==> src/rtl/sobel_window_gen_if.sv <==
// rtl/sobel_window_gen_if.sv - pixel read stream in, 3x3 window stream out, for sobel_window_gen
// The beat counter side drives the master view; the window generator uses the slave view.
interface sobel_window_gen_if #(
  parameter int PIXELWIDTH        = 8,
  parameter int PIXELCOUNTERWIDTH = 20
);
  logic                           started;
  logic                           process_valid;
  logic [PIXELCOUNTERWIDTH-1:0]   pixel_addr;
  logic [PIXELWIDTH-1:0]          pixel_data;
  logic                           win_valid;
  logic [9*PIXELWIDTH-1:0]        win_pixels;
  logic [PIXELCOUNTERWIDTH-1:0]   centre_addr;
  logic                           frame_done;

  modport master (
    output started, process_valid, pixel_addr, pixel_data,
    input  win_valid, win_pixels, centre_addr, frame_done
  );

  modport slave (
    input  started, process_valid, pixel_addr, pixel_data,
    output win_valid, win_pixels, centre_addr, frame_done
  );
endinterface

==> src/rtl/sobel_window_gen.sv <==
// rtl/sobel_window_gen.sv - 3x3 neighbourhood window generator for the Sobel gradient stage
// Two line buffers plus a shifting 3x3 register array; only interior centres produce a window.
module sobel_window_gen #(
  parameter int IMG_WIDTH         = 16,
  parameter int IMG_HEIGHT        = 16,
  parameter int PIXELWIDTH        = 8,
  parameter int PIXELCOUNTERWIDTH = 20,
  parameter int MEMLATENCY        = 1
) (
  input  logic              clk,
  input  logic              reset,
  sobel_window_gen_if.slave win_if
);
  localparam int PW = PIXELWIDTH;
  localparam int AW = PIXELCOUNTERWIDTH;
  localparam int CW = $clog2(IMG_WIDTH);
  localparam int RW = $clog2(IMG_HEIGHT);
  localparam logic [CW-1:0] COL_LAST        = CW'(IMG_WIDTH - 1);
  localparam logic [RW-1:0] ROW_LAST        = RW'(IMG_HEIGHT - 1);
  localparam logic [CW-1:0] COL_FIRST_VALID = CW'(2);
  localparam logic [RW-1:0] ROW_FIRST_VALID = RW'(2);
  localparam logic [AW-1:0] CENTRE_OFFSET   = AW'(IMG_WIDTH + 1);

  logic            proc_q [MEMLATENCY];
  logic [AW-1:0]   addr_q [MEMLATENCY];
  logic [CW-1:0]   col_q, col_d;
  logic [RW-1:0]   row_q, row_d;
  logic [PW-1:0]   lb0_q [IMG_WIDTH];
  logic [PW-1:0]   lb1_q [IMG_WIDTH];
  logic [PW-1:0]   win_q [9];
  logic [PW-1:0]   win_d [9];
  logic [9*PW-1:0] win_packed;
  logic [9*PW-1:0] win_pixels_q;
  logic [AW-1:0]   centre_addr_q;
  logic            win_valid_q;
  logic            frame_done_q;
  logic            accept;
  logic            valid_hit;
  logic            frame_hit;
  logic [AW-1:0]   accept_addr;

  // Delay process/address to line up with the memory read data.
  always_ff @(posedge clk) begin
    if (reset || !win_if.started) begin
      for (int i = 0; i < MEMLATENCY; i++) begin
        proc_q[i] <= 1'b0;
        addr_q[i] <= '0;
      end
    end else begin
      proc_q[0] <= win_if.process_valid;
      addr_q[0] <= win_if.pixel_addr;
      for (int i = 1; i < MEMLATENCY; i++) begin
        proc_q[i] <= proc_q[i-1];
        addr_q[i] <= addr_q[i-1];
      end
    end
  end

  assign accept      = proc_q[MEMLATENCY-1];
  assign accept_addr = addr_q[MEMLATENCY-1];

  always_comb begin
    col_d = col_q;
    row_d = row_q;
    if (accept) begin
      if (col_q == COL_LAST) begin
        col_d = '0;
        row_d = (row_q == ROW_LAST) ? '0 : row_q + RW'(1);
      end else begin
        col_d = col_q + CW'(1);
      end
    end
  end

  always_comb begin
    for (int i = 0; i < 9; i++) begin
      win_d[i] = win_q[i];
    end
    if (accept) begin
      for (int r = 0; r < 3; r++) begin
        win_d[3*r]   = win_q[3*r+1];
        win_d[3*r+1] = win_q[3*r+2];
      end
      win_d[2] = lb1_q[col_q];
      win_d[5] = lb0_q[col_q];
      win_d[8] = win_if.pixel_data;
    end
  end

  always_comb begin
    win_packed = '0;
    for (int i = 0; i < 9; i++) begin
      win_packed[PW*i +: PW] = win_d[i];
    end
  end

  // Gating on col>=2 keeps every emitted window inside a single row.
  assign valid_hit = accept && (row_q >= ROW_FIRST_VALID) && (col_q >= COL_FIRST_VALID);
  assign frame_hit = accept && (row_q == ROW_LAST) && (col_q == COL_LAST);

  always_ff @(posedge clk) begin
    if (reset) begin
      col_q         <= '0;
      row_q         <= '0;
      win_valid_q   <= 1'b0;
      frame_done_q  <= 1'b0;
      win_pixels_q  <= '0;
      centre_addr_q <= '0;
      for (int i = 0; i < 9; i++) begin
        win_q[i] <= '0;
      end
    end else if (!win_if.started) begin
      col_q        <= '0;
      row_q        <= '0;
      win_valid_q  <= 1'b0;
      frame_done_q <= 1'b0;
    end else begin
      col_q        <= col_d;
      row_q        <= row_d;
      win_valid_q  <= valid_hit;
      frame_done_q <= frame_hit;
      for (int i = 0; i < 9; i++) begin
        win_q[i] <= win_d[i];
      end
      if (valid_hit) begin
        win_pixels_q  <= win_packed;
        centre_addr_q <= accept_addr - CENTRE_OFFSET;
      end
    end
  end

  // Line buffers are left unreset; row gating hides stale contents.
  always_ff @(posedge clk) begin
    if (!reset && win_if.started && accept) begin
      lb1_q[col_q] <= lb0_q[col_q];
      lb0_q[col_q] <= win_if.pixel_data;
    end
  end

  assign win_if.win_valid   = win_valid_q;
  assign win_if.win_pixels  = win_pixels_q;
  assign win_if.centre_addr = centre_addr_q;
  assign win_if.frame_done  = frame_done_q;
endmodule
==> src/flat_wrapper.sv <==
// flat-port wrapper written by rule: the top's interface ports become plain ports
module sobel_window_gen_flat 
#(
  parameter int IMG_WIDTH         = 16,
  parameter int IMG_HEIGHT        = 16,
  parameter int PIXELWIDTH        = 8,
  parameter int PIXELCOUNTERWIDTH = 20,
  parameter int MEMLATENCY        = 1
)
  (clk, reset, win_if_started, win_if_process_valid, win_if_pixel_addr, win_if_pixel_data, win_if_win_valid, win_if_win_pixels, win_if_centre_addr, win_if_frame_done);
  sobel_window_gen_if #(.PIXELWIDTH(PIXELWIDTH), .PIXELCOUNTERWIDTH(PIXELCOUNTERWIDTH)) win_if_i ();
  input  logic clk;
  input  logic reset;
  input wire logic [$bits(win_if_i.started)-1:0] win_if_started;
  input wire logic [$bits(win_if_i.process_valid)-1:0] win_if_process_valid;
  input wire logic [$bits(win_if_i.pixel_addr)-1:0] win_if_pixel_addr;
  input wire logic [$bits(win_if_i.pixel_data)-1:0] win_if_pixel_data;
  output wire logic [$bits(win_if_i.win_valid)-1:0] win_if_win_valid;
  output wire logic [$bits(win_if_i.win_pixels)-1:0] win_if_win_pixels;
  output wire logic [$bits(win_if_i.centre_addr)-1:0] win_if_centre_addr;
  output wire logic [$bits(win_if_i.frame_done)-1:0] win_if_frame_done;
  assign win_if_i.started = win_if_started;
  assign win_if_i.process_valid = win_if_process_valid;
  assign win_if_i.pixel_addr = win_if_pixel_addr;
  assign win_if_i.pixel_data = win_if_pixel_data;
  assign win_if_win_valid = win_if_i.win_valid;
  assign win_if_win_pixels = win_if_i.win_pixels;
  assign win_if_centre_addr = win_if_i.centre_addr;
  assign win_if_frame_done = win_if_i.frame_done;
  sobel_window_gen #(.IMG_WIDTH(IMG_WIDTH), .IMG_HEIGHT(IMG_HEIGHT), .PIXELWIDTH(PIXELWIDTH), .PIXELCOUNTERWIDTH(PIXELCOUNTERWIDTH), .MEMLATENCY(MEMLATENCY)) u_core (.clk(clk), .reset(reset), .win_if(win_if_i));
endmodule
==> config.mk <==
export PLATFORM = sky130hd
export DESIGN_NAME = sobel_window_gen_flat
export DESIGN_NICKNAME = d
export VERILOG_FILES = /design/src/rtl/sobel_window_gen_if.sv /design/src/rtl/sobel_window_gen.sv /design/src/flat_wrapper.sv
export SDC_FILE = /design/constraint.sdc
export NUM_CORES = 1
export LEC_CHECK = 0
export CORE_UTILIZATION = 25
export DETAILED_ROUTE_END_ITERATION = 10
export PLACE_DENSITY = 0.44
export SLEW_MARGIN = 30
export SYNTH_ARGS = -nofsm -noshare
export SYNTH_HDL_FRONTEND = slang
export SYNTH_SLANG_ARGS = --single-unit
==> constraint.sdc <==
create_clock -name clk -period 2.2 [get_ports clk]
set_input_delay 0.33 -clock clk [delete_from_list [all_inputs] [get_ports clk]]
set_output_delay 0.33 -clock clk [all_outputs]
set_load 0.02 [all_outputs]
Fig. 1: routing congestion
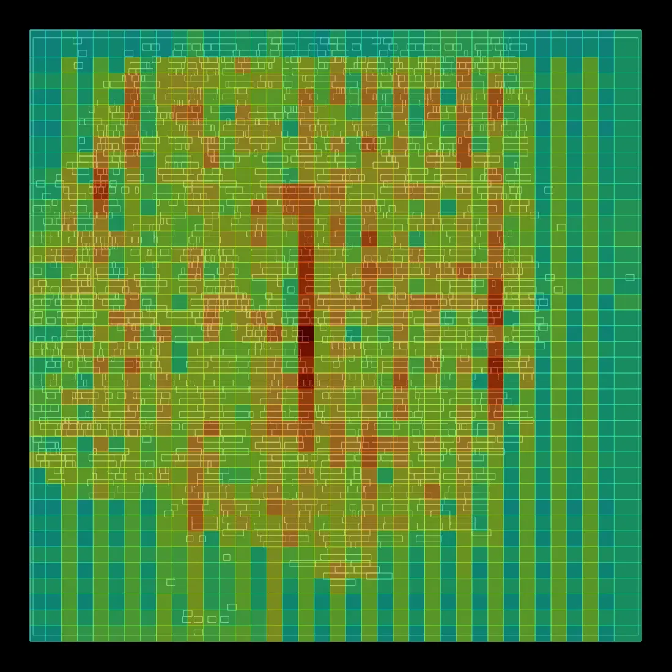
M3 GR Usage: 2.46%
GR Util All Layers: 12.5%
met1 Usage GRT: 16.5%
WL/cell: 19.0 µm
met2 usage: 20.8%

Fig. 2: clock distribution
Scale: 1.5 px per µm.
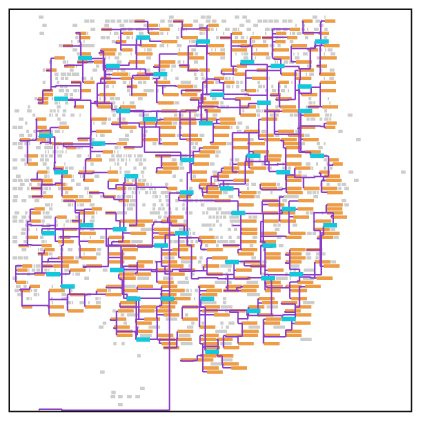
Key: purple = clock wires [length 5970 µm]; orange = flip-flops [count 455]; cyan = cells driving clock nets [count 48]
There are 49 routed clock nets.
Clock Power Share: 44.0%
Setup Skew: 0.0235 ns
clock network power: 7.83 mW
clk_lat worst skew: 0.59 ns

==> flow_summary.ini <==
; flow metrics
[power]
ir_drop_uv = 494
seq_power_share_pct = 52.4
sw_frac_of_total_pct = 21.0
switchingPower_mw = 3.74

[hold_path]
hp-start = reset
holdPathStages = 4
whs_endpoint = u_core.col_q[2]

[detailed_routing]
dr_wl_met3_mm = 1.75
drt_iter0_drc = 620
met1Wirelength_mm = 20.3
ant_nets = 0

[cells_and_area]
utilization_pct = 32.3
fillCellCount = 6823

[synth]
yosys.area.top_type = edfxtp_1
ys_cells = 1181
ys_sh_adder_pct = 0.498
topCombFamilyByArea = multiplexers
ys_types = 45
edf_count = 328

[setup_path]
rrSetupSlack_ns = 0.04
crit_required_ns = 2.69
start_kind = register
slowest_delay_ns = 0.49

[timing]
whs_ns = 0.166
max-slew-margin-rel_pct = 39.1
final.period_utilization_pct = 98.2

[clock_network]
clock_sinks = 455
clk_pin_slew_ns = 0.06
cts_resized = 2

[place]
pre_cts_ws_ns = -0.168
gp_congestion = 0.755

[global_routing]
grt_pass1_vias = 10800

[die]
chipArea_um2 = 71400

[run]
warnings = 31

[run_status]
run_status = complete, no violations
Fig. 3: signal wires by layer
Scale: 1 px per µm.
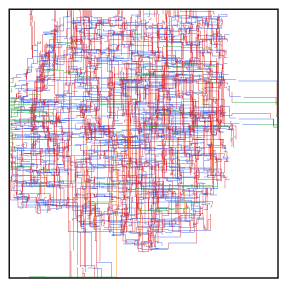
Key: red = met2 [wire length 21.8 mm]; blue = met1 [wire length 20.3 mm]; orange = met4 [wire length 871 µm]; green = met3 [wire length 1750 µm]
routed wire length: 44.8 mm
vias: 10400

Fig. 4: M3 wires
Scale: 1 px per µm. Cells faint in the background.
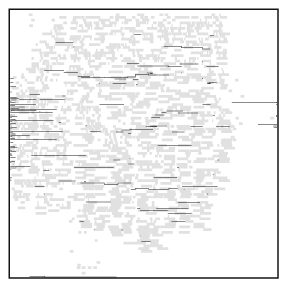
The layer holds 3.9% of the routed length. The longest straight run is 71.8 µm. The layer carries 1750 µm of wire. The wires run mostly horizontal.

[final cells by class]
class	instances	area, µm²	area share, %
clock inverter	20	174	0.779
tap	931	1160	5.22
clock buffer	69	1320	5.92
multi-input combinational	640	4920	22.0
sequential	455	12400	55.5
inverter	7	26.3	0.118
timing repair buffer	234	2320	10.4
[state kept, by name, summed over array words and instances, names as in the netlist, named ones only]
signal / count
u_core.addr_q: 20
u_core.win_if.win_pixels: 72
u_core.win_if.frame_done: 1
u_core.row_q: 4
u_core.lb1_q: 128
u_core.lb0_q: 128
u_core.win_if.win_valid: 1
u_core.win_if.centre_addr: 20
u_core.proc_q: 1
u_core.col_q: 4
u_core.win_q: 72
Power is estimated from default activity; no workload was simulated.
